<file path="src/rtl/la_deglitch.sv">
// Glitch filter and edge detector for a single-bit level. An optional resync
// chain feeds a counter FSM; z changes only after DEPTH consecutive new samples.
module la_deglitch #(
  parameter              PROP     = "DEFAULT",
  parameter int          SYNC     = 2,
  parameter int          DEPTH    = 4,
  parameter logic        RESETVAL = 1'b1
) (
  input  logic clk,
  input  logic rst,
  input  logic a,
  input  logic en,
  output logic z,
  output logic zrise,
  output logic zfall,
  output logic glitch,
  output logic busy
);

  localparam int CW = $clog2(DEPTH + 1);
  localparam logic [CW-1:0] CNT_LAST = CW'(DEPTH - 1);

  typedef enum logic {
    ST_STABLE  = 1'b0,
    ST_PENDING = 1'b1
  } state_t;

  state_t        state;
  logic [CW-1:0] cnt;
  logic          s;

  // The resync chain shifts every cycle, independent of en.
  generate
    if (SYNC == 0) begin : g_nosync
      assign s = a;
    end else begin : g_sync
      logic [SYNC-1:0] sync_q;
      always_ff @(posedge clk) begin
        if (rst) begin
          sync_q <= {SYNC{RESETVAL}};
        end else begin
          sync_q[0] <= a;
          for (int i = 1; i < SYNC; i++) begin
            sync_q[i] <= sync_q[i-1];
          end
        end
      end
      assign s = sync_q[SYNC-1];
    end
  endgenerate

  assign busy = (state == ST_PENDING);

  always_ff @(posedge clk) begin
    if (rst) begin
      state  <= ST_STABLE;
      cnt    <= '0;
      z      <= RESETVAL;
      zrise  <= 1'b0;
      zfall  <= 1'b0;
      glitch <= 1'b0;
    end else begin
      zrise  <= 1'b0;
      zfall  <= 1'b0;
      glitch <= 1'b0;
      if (en) begin
        case (state)
          ST_STABLE: begin
            if (s != z) begin
              if (DEPTH == 1) begin
                z     <= s;
                zrise <= s;
                zfall <= ~s;
              end else begin
                state <= ST_PENDING;
                cnt   <= CW'(1);
              end
            end
          end
          ST_PENDING: begin
            if (s == z) begin
              state  <= ST_STABLE;
              cnt    <= '0;
              glitch <= 1'b1;
            end else if (cnt == CNT_LAST) begin
              z     <= s;
              zrise <= s;
              zfall <= ~s;
              state <= ST_STABLE;
              cnt   <= '0;
            end else begin
              cnt <= cnt + CW'(1);
            end
          end
          default: begin
            state <= ST_STABLE;
            cnt   <= '0;
          end
        endcase
      end
    end
  end

endmodule

</file>
<file path="config.mk">
export PLATFORM = sky130hd
export DESIGN_NAME = la_deglitch
export DESIGN_NICKNAME = d
export VERILOG_FILES = /design/src/rtl/la_deglitch.sv
export SDC_FILE = /design/constraint.sdc
export NUM_CORES = 1
export LEC_CHECK = 0
export ABC_AREA = 1
export CAP_MARGIN = 30
export CORE_AREA = 2 2 39 41
export DETAILED_ROUTE_END_ITERATION = 10
export DIE_AREA = 0 0 41 43
export DONT_BUFFER_PORTS = 1
export GPL_TIMING_DRIVEN = 0
export PLACE_DENSITY = 0.57
export SLEW_MARGIN = 20
export SYNTH_ARGS = -nofsm -noshare
export SYNTH_HDL_FRONTEND = slang
export SYNTH_SLANG_ARGS = --single-unit
export TNS_END_PERCENT = 5
</file>
<file path="constraint.sdc">
create_clock -name clk -period 1.3 [get_ports clk]
set_input_delay 0.13 -clock clk [delete_from_list [all_inputs] [get_ports clk]]
set_output_delay 0.13 -clock clk [all_outputs]
set_load 0.005 [all_outputs]
</file>
### M1 wires, run 1

Supply wires on this layer in gray.
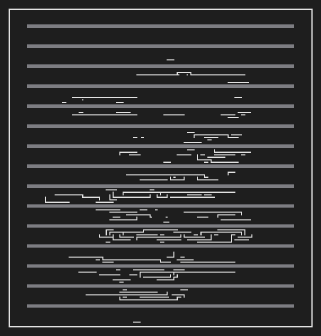
longest straight run: 15.2 um
nets with wire on the layer: 58
total wire length: 782 um
met1 usage: 14.56%

### The metal 2 layer, run 1

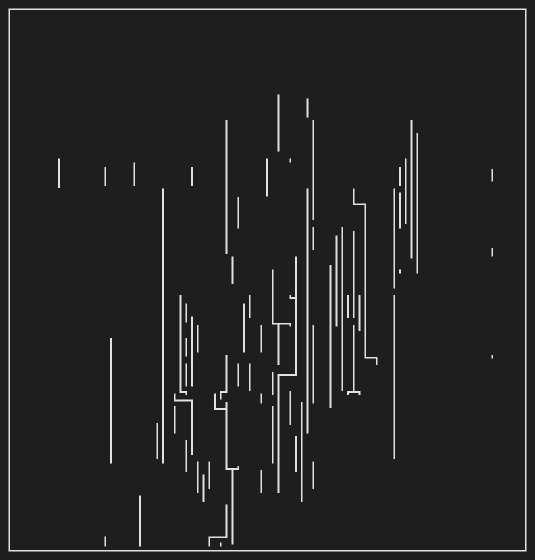
share of all routed wire: 44%
longest straight run: 21.8 um
nets with wire on the layer: 51
met2 usage: 15.94%
vias: 355

==> metrics.cfg, run 1 <==
[finish]
lay_top_count = dfxtp_1
logic_gates = 35
non_clock_buffer_area_share_pct = 3.912
flop_area_um2 = 200.2
drive_above_1_share_pct = 28.81
area.combinational_um2 = 200.2
area_growth_pct = 17.53
fill_cells = 156
mostFrequentLayoutCells = dfxtp_1, nand2_1, nand3_1
largestClassByArea = registers
fin_area_um2 = 511.7
sh_seq_area_pct = 39.12
comb_area_share_pct = 39.12

[die]
dieArea_um2 = 1763
io_pins = 9
taps = 16
chipWidth_um = 41
coreArea_um2 = 1384
fp_util_pct = 31.46
row_count = 14

[min_path]
hold_path_depth = 2
hold_start = en
hp-class = input port to flip-flop

[synthesis]
synth.area.top_cells = dfxtp_1, nand3_1, nand2_1
fp_nets = 58
post-synth-top-area-fraction_pct = 45.98
netlist_instances = 53
numSynthFlops = 10
syn-cell-area_um2 = 435.4
top_cell = dfxtp_1
ys_sh_xor_pct = 0
ys.flop_type = dfxtp_1
top_cells_by_count = dfxtp_1, nand2_1, nand3_1, a21oi_1, inv_1
avgSynthCellArea_um2 = 8.215
ys_sh_simple_pct = 36.49
synth_area_leader_cell = dfxtp_1
yosysWarnings = 0

[status]
status = finished, final reports clean

[clocking]
htreeDepth = 1
clock_path_buffers = 2
cts_buffers = 3
hold_buffers = 2
cts_resized = 0
tritoncts = built

[global_routing]
grt_max_degree = 7
grt_pass1_vias = 328
grt_pass1_wl_um = 1359
top_usage_layer = met4

[final_timing]
rsz0062_at_grt = false
finClkSkew_ns = 0.003907
fin_tns_setup_ns = 0
max_freq_ghz = 0.8747
drv_slew = 0
tightest_slew_ns = 0.2468
finalHoldViolCount = 0

[power_and_ir_drop]
power.density_nw_per_um2 = 1219
vdd_drop_max_mv = 0.3075

[worst_setup_path]
startpoint = cnt[0]$_SDFFE_PP0P_
cp-endpoint = z$_SDFFE_PP1P_
slowest_stage = dfxtp_1
criticalPathCategory = flip-flop to flip-flop
rrSetupSlack_ns = 0.16
path_cells = ha_1 > inv_1 > nor2_1 > nand2_4 > nor2_4 > o21ai_2
reg2regPathDepth = 6
worstReg2RegStart = cnt[0]$_SDFFE_PP0P_
critPathLaunchType = flip-flop

[route]
wl_met3_um = 32
wl_met1_um = 356
drtPass1Iterations = 2
viasPerCell = 4.733
highest_layer = met4

[placed_design]
dpl_worst_slack_ns = 0.1695
portBuffers = 0

[flow_run]
drv_cap = 0
warnings = 26

### Met3 routing, run 1

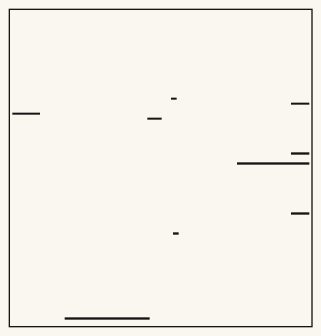
share of all routed wire: 4.2%
longest straight run: 11.3 um
nets with wire on the layer: 7
main direction: horizontal
GRT met3 Usage: 1.571%

run 1: stage by stage:
| stage | util, % | total power [mW] |
|---|---|---|
| floorplan | - | 0.3368 |
| global route | 36.98 | 0.6525 |
| CTS | 36.98 | 0.6400 |
| global placement | 32.91 | 0.3397 |
| detailed placement | 32.91 | 0.3399 |
| finish | 36.98 | 0.6237 |
run 1: worst max-delay path: cells and delay by family (launching register included):
family	cells	cell delay, ns
adder cells (fa/ha/maj)	1	0.17
buffers and inverters	1	0.05
AND-OR/OR-AND	1	0.05
flip-flops	1	0.36
AND/OR/NAND/NOR	3	0.40
run 1: where the power goes:
group / total, mW / leakage (nW) / internal, mW / switching (mW)
combinational: 0.0240 / 0.134 / 0.0106 / 0.0133
sequential: 0.315 / 0.0812 / 0.311 / 0.00400
clock: 0.285 / 0.0210 / 0.170 / 0.115
### Wire density map, run 1

The bar under the picture is 10 um long. The die is cut into 8 by 9 equal tiles; dark purple is low, yellow is high, scaled to the fullest tile. Values are wire area over tile area, all layers added.
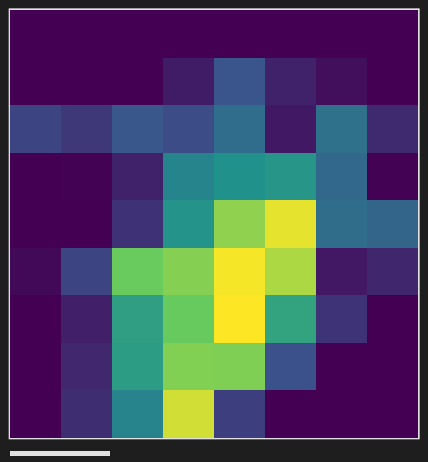

==> run 2, diff against run 1 <==
==> constraint.sdc (replaced) <==
create_clock -name clk -period 1.3 [get_ports clk]
set_input_delay 0.195 -clock clk [delete_from_list [all_inputs] [get_ports clk]]
set_output_delay 0.195 -clock clk [all_outputs]
set_load 0.005 [all_outputs]
### Wire density map, run 2

The bar under the picture is 10 um long. The die is cut into 8 by 9 equal tiles; dark purple is low, yellow is high, scaled to the fullest tile. Values are wire area over tile area, all layers added.
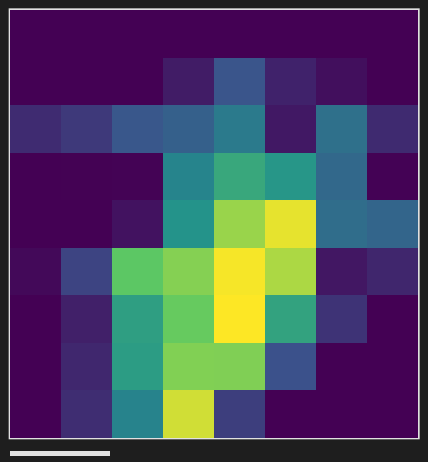
nearly empty tiles: 38%
mean over tiles: 0.073
fullest tile: 0.29
vias: 351
DR WL/cell: 10.57 um

### The metal 2 layer, run 2

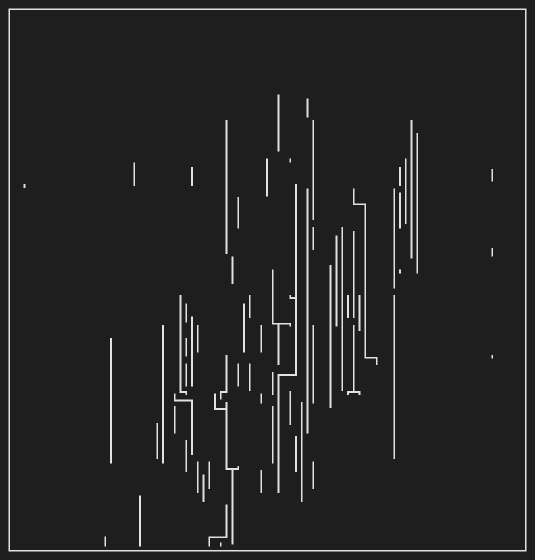
main direction: vertical
nets with wire on the layer: 50
met2 usage: 15.63%

==> metrics.cfg, run 2 <==
[synthesis]
syn-cell-area_um2 = 435.4
top_cells_by_count = dfxtp_1, nand2_1, nand3_1, a21oi_1, inv_1
synth-edff-count = 0
ys.flop_type = dfxtp_1
netlist_instances = 53
postSynthSeqShare_pct = 45.98
synth_area_leader_cell = dfxtp_1
ys_sh_simple_pct = 36.49
top_cell = dfxtp_1
mux_share_pct = 0
ys_types = 16
synthAdderAreaFrac_pct = 2.874
fp_nets = 58
numSynthFlops = 10
async_flop_share_pct = 0
ys_sh_xor_pct = 0
avgSynthCellArea_um2 = 8.215
synthAoiAreaFrac_pct = 6.609
synth-cells-yosys = 53
synthTopLogicFamily = simple AND/OR/NAND/NOR gates
synth.area.top_cells = dfxtp_1, nand3_1, nand2_1
yosys_area_um2 = 435.4
post-synth-top-area-fraction_pct = 45.98
yosysWarnings = 0

[placed_design]
hpwl_um = 543.6
gp_congestion = 0.7636
place_area_um2 = 455.4
portBuffers = 0

[worst_setup_path]
critPathLaunchType = flip-flop
crit_buf_inv = 1
reg2reg_to = z$_SDFFE_PP1P_
critPathTopFamily = simple AND/OR/NAND/NOR gates
cp.depth = 6
path_max_fanout = 3
slowest_stage = dfxtp_1
max_stage_delay_ns = 0.36
startpoint = cnt[0]$_SDFFE_PP0P_
path_cells = ha_1 > inv_1 > nor2_1 > nand2_4 > nor2_4 > o21ai_2
cp-endpoint = z$_SDFFE_PP1P_
arrival_ns = 1.30
cp.required_ns = 1.46
crit_path_end_kind = flip-flop
rrSetupSlack_ns = 0.16
worstReg2RegStart = cnt[0]$_SDFFE_PP0P_
criticalPathCategory = flip-flop to flip-flop
reg2regPathDepth = 6

[route]
drtIter0Drc = 1
viasPerCell = 4.743
ant_nets = 0
wl_met1_um = 368
wl_met3_um = 30
wirelength_um = 782
highest_layer = met4
drtPass1Iterations = 2
drc_errors = 0

[min_path]
hold_start = a
hp-class = input port to flip-flop
whs_endpoint = g_sync.sync_q[0]$_SDFF_PP1_
hold_path_depth = 1

[clocking]
cts.reportedPaths.clkPinSlew_ns = 0.07
cts_buffers = 3
tritoncts = built
hold_buffers = 1
cts_resized = 0
cts_setup_buffers = 0
insertion_delay_ns = 0.27
ctsRootBufferMaster = clkbuf_4
clock_path_buffers = 2
htreeDepth = 1

[final_timing]
max_freq_ghz = 0.8743
setup_viol = 0
tightest_slew_ns = 0.2468
finClkSkew_ns = 0.004254
fin_crit_ns = 1.144
finalHoldViolCount = 0
holdWs_ns = 0.02894
drv_slew = 0
rsz0062_at_grt = false
fin_tns_setup_ns = 0
fin_crit_sh_pct = 87.98
relSlewSlack_pct = 83.49

[power_and_ir_drop]
vdd_drop_max_mv = 0.2983
p_int_mw = 0.4898
powerSeq_mw = 0.315
combPwrFrac_pct = 3.4
pg_clk_mw = 0.285
power_frac_clock_pct = 45.9
switchingPower_mw = 0.1318
p_leak_nw = 0.2317
p_seq_share_pct = 50.7
top_power_group = sequential cells
pg_comb_mw = 0.0211
swShare_pct = 21.20
power.density_nw_per_um2 = 1239

[finish]
regMostFlops = cnt
num-nonclk-buffers = 1
non_clock_buffer_area_share_pct = 1.995
comb_area_share_pct = 39.90
largestClassByArea = registers
fill_cells = 156
sh_seq_area_pct = 39.90
mostFrequentLayoutCells = dfxtp_1, nand2_1, nand3_1
nClkBuffers = 4
logic_gates = 35
lay_top_count = dfxtp_1
nNetsFinal = 64
inverters = 8
drive_above_1_share_pct = 29.31
fin_area_um2 = 501.7
diodes = 0
reg_top3 = cnt: 3 flops, g_sync.sync_q: 2 flops
largest_reg_flops = 3
area_growth_pct = 15.23
flop_area_um2 = 200.2
area.combinational_um2 = 200.2
clockNetworkAreaShare_pct = 7.232

[die]
row_count = 14
io_pins = 9
chipWidth_um = 41
coreArea_um2 = 1384
die_y_um = 43
taps = 16
fp_util_pct = 31.46
dieArea_um2 = 1763

[global_routing]
top_usage_layer = met4
use_met3_pct = 1.571
grt-ovfl-total = 0
grt_pass1_vias = 331
grt_pass1_wl_um = 1380
antenna_found_initial = 0
grt_util_met1_pct = 15.21
grtUsageTotal_pct = 12.47
grt_max_degree = 7

[status]
status = finished, final reports clean

[flow_run]
drv_cap = 0
warnings = 26

run 2: cell types whose count changed in the layout (fill, tap and decap cells not counted), sizes merged:
cell	previous run	this run
dlygate4sd3	2	1
run 2: worst register-to-register path, stage by stage, from the launching register on:
cell	delay (ns)
dfxtp_1	0.36
ha_1	0.17
inv_1	0.05
nor2_1	0.20
nand2_4	0.09
nor2_4	0.11
o21ai_2	0.05
run 2: per-stage QoR:
step                      cells  total power, mW  utilization (%)  setup slack (ns)
final                        74           0.6216            36.26            0.1562
after floorplan              53           0.3368                -            0.2477
after detailed placement     69           0.3399            32.91            0.1695
after global routing         74           0.6492            36.26           0.02960
after global placement       69           0.3397            32.91            0.1754
after CTS                    74           0.6370            36.26            0.1489
Power is estimated from default activity; no workload was simulated.
